==> images/cell_density.png <==
(4 px per um) 6 x 6 tiles, from dark purple (low) to yellow (high), 0 to 100% covered.
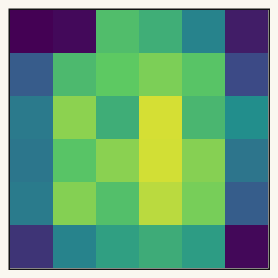
==> images/flops_by_reg.png <==
(6 px per um)
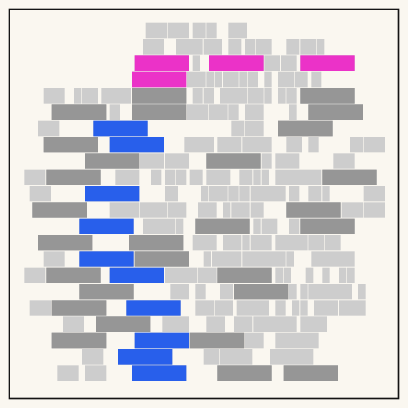
==> images/io_fan.png <==
(6 px per um)
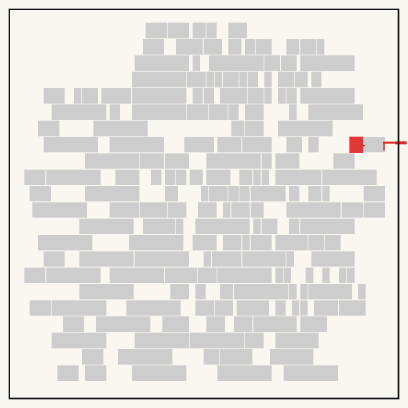
==> images/logic_types.png <==
(8 px per um)
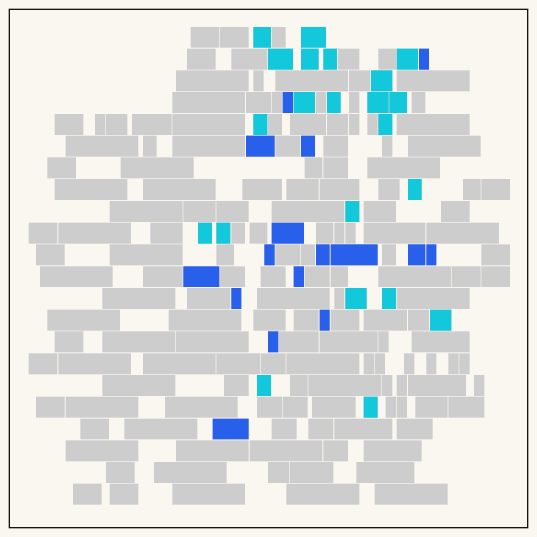
===== config.mk =====
export PLATFORM = sky130hd
export DESIGN_NAME = keypad_debouncer
export DESIGN_NICKNAME = d
export VERILOG_FILES = /design/src/rtl/vending_pkg.sv /design/src/rtl/key_synchronizer.sv /design/src/rtl/keypad_debouncer.sv
export SDC_FILE = /design/constraint.sdc
export NUM_CORES = 1
export LEC_CHECK = 0
export CAP_MARGIN = 20
export CORE_MARGIN = 2
export CORE_UTILIZATION = 55
export DETAILED_ROUTE_END_ITERATION = 12
export PLACE_DENSITY = 0.79
export SYNTH_ARGS = -nofsm -noshare
export SYNTH_HDL_FRONTEND = slang
export SYNTH_SLANG_ARGS = --single-unit

===== constraint.sdc =====
create_clock -name CLK -period 6.55 [get_ports CLK]
set_input_delay 1.31 -clock CLK [delete_from_list [all_inputs] [get_ports CLK]]
set_output_delay 1.31 -clock CLK [all_outputs]
set_load 0.1 [all_outputs]

===== src/rtl/vending_pkg.sv =====
// Shared definitions for the vending machine front-end and transaction FSM.
package vending_pkg;
  localparam int ITEM_W           = 4;
  localparam int DEBOUNCE_DEFAULT = 4;

  typedef enum logic [1:0] {
    IDLE       = 2'd0,
    PRESS_DB   = 2'd1,
    HELD       = 2'd2,
    RELEASE_DB = 2'd3
  } kb_state_t;
endpackage


===== src/rtl/key_synchronizer.sv =====
// Two-flop synchronizer for a vector of asynchronous button levels.
module key_synchronizer #(
  parameter int W = 10
) (
  input  logic         clk,
  input  logic         rst,
  input  logic [W-1:0] d_async,
  output logic [W-1:0] q
);
  logic [W-1:0] meta;

  always_ff @(posedge clk or posedge rst) begin
    if (rst) begin
      meta <= '0;
      q    <= '0;
    end else begin
      meta <= d_async;
      q    <= meta;
    end
  end
endmodule


===== src/rtl/keypad_debouncer.sv =====
// Debounces the item keypad and emits a one-cycle strobe per clean single-key press.
module keypad_debouncer
  import vending_pkg::*;
#(
  parameter int NUM_KEYS        = 10,
  parameter int DEBOUNCE_CYCLES = DEBOUNCE_DEFAULT,
  parameter int CNT_W           = 4
) (
  input  logic                CLK,
  input  logic                RESET,
  input  logic [NUM_KEYS-1:0] KEY_RAW,
  input  logic                ENABLE,
  output logic                KEY_PRESS,
  output logic [ITEM_W-1:0]   ITEM_CODE,
  output logic                MULTI_KEY,
  output logic                BUSY
);
  kb_state_t           state, state_n;
  logic [CNT_W-1:0]    cnt, cnt_n;
  logic [NUM_KEYS-1:0] sync, pattern, pattern_n;
  logic                accept, single, key_press_n, multi_n;

  function automatic logic [4:0] popcount(input logic [NUM_KEYS-1:0] v);
    popcount = '0;
    for (int i = 0; i < NUM_KEYS; i++) popcount = popcount + 5'(v[i]);
  endfunction

  function automatic logic [ITEM_W-1:0] encode(input logic [NUM_KEYS-1:0] v);
    encode = '0;
    for (int i = 0; i < NUM_KEYS; i++) if (v[i]) encode = ITEM_W'(i);
  endfunction

  key_synchronizer #(.W(NUM_KEYS)) u_sync (
    .clk    (CLK),
    .rst    (RESET),
    .d_async(KEY_RAW),
    .q      (sync)
  );

  always_ff @(posedge CLK or posedge RESET) begin
    if (RESET) begin
      state   <= IDLE;
      cnt     <= '0;
      pattern <= '0;
    end else begin
      state   <= state_n;
      cnt     <= cnt_n;
      pattern <= pattern_n;
    end
  end

  // Acceptance happens on the stable sample that finds the counter already full.
  always_comb begin
    state_n   = state;
    cnt_n     = cnt;
    pattern_n = pattern;
    accept    = 1'b0;
    case (state)
      IDLE: begin
        if (sync != '0) begin
          pattern_n = sync;
          cnt_n     = CNT_W'(1);
          state_n   = PRESS_DB;
        end
      end
      PRESS_DB: begin
        if (sync == '0) begin
          state_n = IDLE;
        end else if (sync != pattern) begin
          pattern_n = sync;
          cnt_n     = CNT_W'(1);
        end else if (cnt == CNT_W'(DEBOUNCE_CYCLES)) begin
          accept  = 1'b1;
          state_n = HELD;
        end else begin
          cnt_n = cnt + CNT_W'(1);
        end
      end
      HELD: begin
        if (sync == '0) begin
          cnt_n   = CNT_W'(1);
          state_n = RELEASE_DB;
        end
      end
      RELEASE_DB: begin
        if (sync != '0) begin
          state_n = HELD;
        end else if (cnt == CNT_W'(DEBOUNCE_CYCLES)) begin
          state_n = IDLE;
        end else begin
          cnt_n = cnt + CNT_W'(1);
        end
      end
      default: state_n = IDLE;
    endcase
  end

  assign single      = (popcount(pattern) == 5'd1);
  assign key_press_n = accept & single & ENABLE;
  assign multi_n     = accept & (popcount(pattern) > 5'd1);
  assign BUSY        = (state != IDLE);

  always_ff @(posedge CLK or posedge RESET) begin
    if (RESET) begin
      KEY_PRESS <= 1'b0;
      MULTI_KEY <= 1'b0;
      ITEM_CODE <= '0;
    end else begin
      KEY_PRESS <= key_press_n;
      MULTI_KEY <= multi_n;
      if (key_press_n) ITEM_CODE <= encode(pattern);
    end
  end
endmodule


==> run summary <==
WL met1: 1.48 mm
Hold Violations, Final: 0
Final min period: 4020 ps
Clock network power: 161 uW
DR vias: 1337
Worst path required time: 6720 ps
Via-per-instance ratio: 5.64
Synth top cells by count: 42 x dfrtp_1, 15 x inv_1, 11 x xnor2_1, 9 x a21oi_1
Synthesized Nets: 189
Final #Nets: 211
Part of the power in combinational logic: 13.8%
Post-synthesis sequential area ratio: 52.0%
First-pass GRT wire length: 6.33 mm
Total core area: 3610 sq um
Hold Path Sink: u_sync.q[1]$_DFF_PP0_
Drt wl/cell: 15.2 um
Top power group: registers
Reg-to-reg slack, setup: 2530 ps
Most numerous cell in the Yosys netlist: dfrtp_1
Worst Path Buf+Inv: 3
Switching pwr: 132 uW
# setup viols final: 0
Met1 Use GR: 25.7%
Fin area: 2330 sq um
Cell Type Count: 44
Inverters: 15
Placed cells: 229
Grt met3 use: 5.03%
XOR Share, Synth: 4.77%
Pwr Density: 219 nW/um^2
Die width: 64.6 um
DR top layer: met4
Slowest CP cell: fa_1
Clock sinks: 42
Clk tree area frac: 3.86%
Setup TNS: 0 ps
Met2 Track Usage GR: 34.0%
Net Sw Frac: 25.8%
Global Route Usage Sum: 20.0%
Seq cells: 42
Total die area: 4180 sq um
Combinational Area: 880 sq um
Core Util at FP: 56.0%
Die Height: 64.6 um
Adder Area Share: 8.42%
MUX area fraction: 7.06%
GPL Wtd Cong: 0.861
Final worst slack: 2530 ps
Largest class: registers
Reg2Reg Depth: 13
OpenROAD warnings: 27
Post-synth EDFFs: 0
Max-slew violations: 0
CTS Root Cell: clkbuf_8
Number of antenna repair diodes: 0
Initial DRC Count: 67
DRC: 0
Clock share of power: 31.6%
CP max stage delay: 520 ps
Flop pwr share: 54.6%
Synth async-reset ratio: 100%
Compound-Gate Fraction of Synth Area: 9.04%
Hold Path Origin: u_sync.meta[1]$_DFF_PP0_
Sequential cell area: 1050 sq um
Clock skew: 11.4 ps
Data arrival time of the worst path: 4190 ps
CP Class: reg -> reg
Maximum clock rate: 249 MHz
DRT Pass-1 Iters: 4
Final Cycle Share: 61.4%
Max Cap Violations: 0
Dominant comb cell: simple AND/OR/NAND/NOR gates
Most instantiated logic cells after routing: 42 x dfrtp_1, 19 x clkdlybuf4s50_1, 15 x inv_1
Clk buf depth: 2
Top logic cell by instance count in the layout: dfrtp_1
Postcts setup bufs: 0
Relative max-transition margin: 35.5%
Area growth from synthesis to layout: 15.5%
CP dominant cell by count: fa_1
Buffering overhead: 8.47%
Clock transition at path regs: 80 ps
Cells after synthesis: 166
Worst Hold Margin: 349 ps
Worst setup path endpoint: ITEM_CODE[3]$_DFFE_PP0P_
Cell leakage power: 1.02 nW
Worst VDD drop: 0.000157 V
RSZ-0062 raised after global routing: no
Total CTS buffers: 5
Worst-margin pin slew: 965 ps
Final Core Density: 64.7%
Post-synthesis area per instance: 12.2 sq um
Hold Crit Class: reg -> reg
Post-synth regs: 42
Max FO, Critical Path: 4
CTS tree: built
Pin count of the biggest net entering global routing: 43
Worst-Skew Late Latency: 290 ps
Int Power: 379 uW
DP Area: 2240 sq um
Total chip power: 511 uW
CP top delay family: adder cells
CP endpoint kind: register
CP Depth: 13
Antenna Nets Post-Route: 0
CTS H-tree depth: 2
R2r startpoint: pattern[0]$_DFFE_PP0P_
Outcome: finished clean
Row count: 22
Cell count in the Yosys report: 166
Tap cells: 48
CP Cell Sequence: fa_1 -> fa_1 -> inv_1 -> fa_1 -> inv_1 -> ha_1 -> inv_1 -> fa_1 -> a2111o_1 -> a21boi_1 -> and3_2 -> nand4_4 -> mux2_2
Worst Setup SP: pattern[0]$_DFFE_PP0P_
Number of global-route vias before repair: 1372
Ys Warns: 0
Notes on cell_density.png above:
The emptiest ninth of the die: top left. The fullest tile reaches 94%. 25% of the tiles are over 75% full. 2.8% of the tiles are nearly empty. The mean over all tiles is 55%. The densest ninth of the die: middle.

Notes on flops_by_reg.png above:
Blue stands for u_sync.q, placed flops 10. Magenta stands for cnt, placed flops 4, where top middle.
Another 28 sequential cells are not coloured.

Notes on io_fan.png above:
Red stands for BUSY, bits 1, direction output, end cells 1, buffers 1, wire 3.30 um.
top-level port count: 20
Buffers on Ports: 19

Notes on logic_types.png above:
Blue stands for NOR gates, cells 16, where middle. Cyan stands for inverting AOI/OAI gates, cells 22.

No activity file was given, so power comes from the tool's default toggle rates.
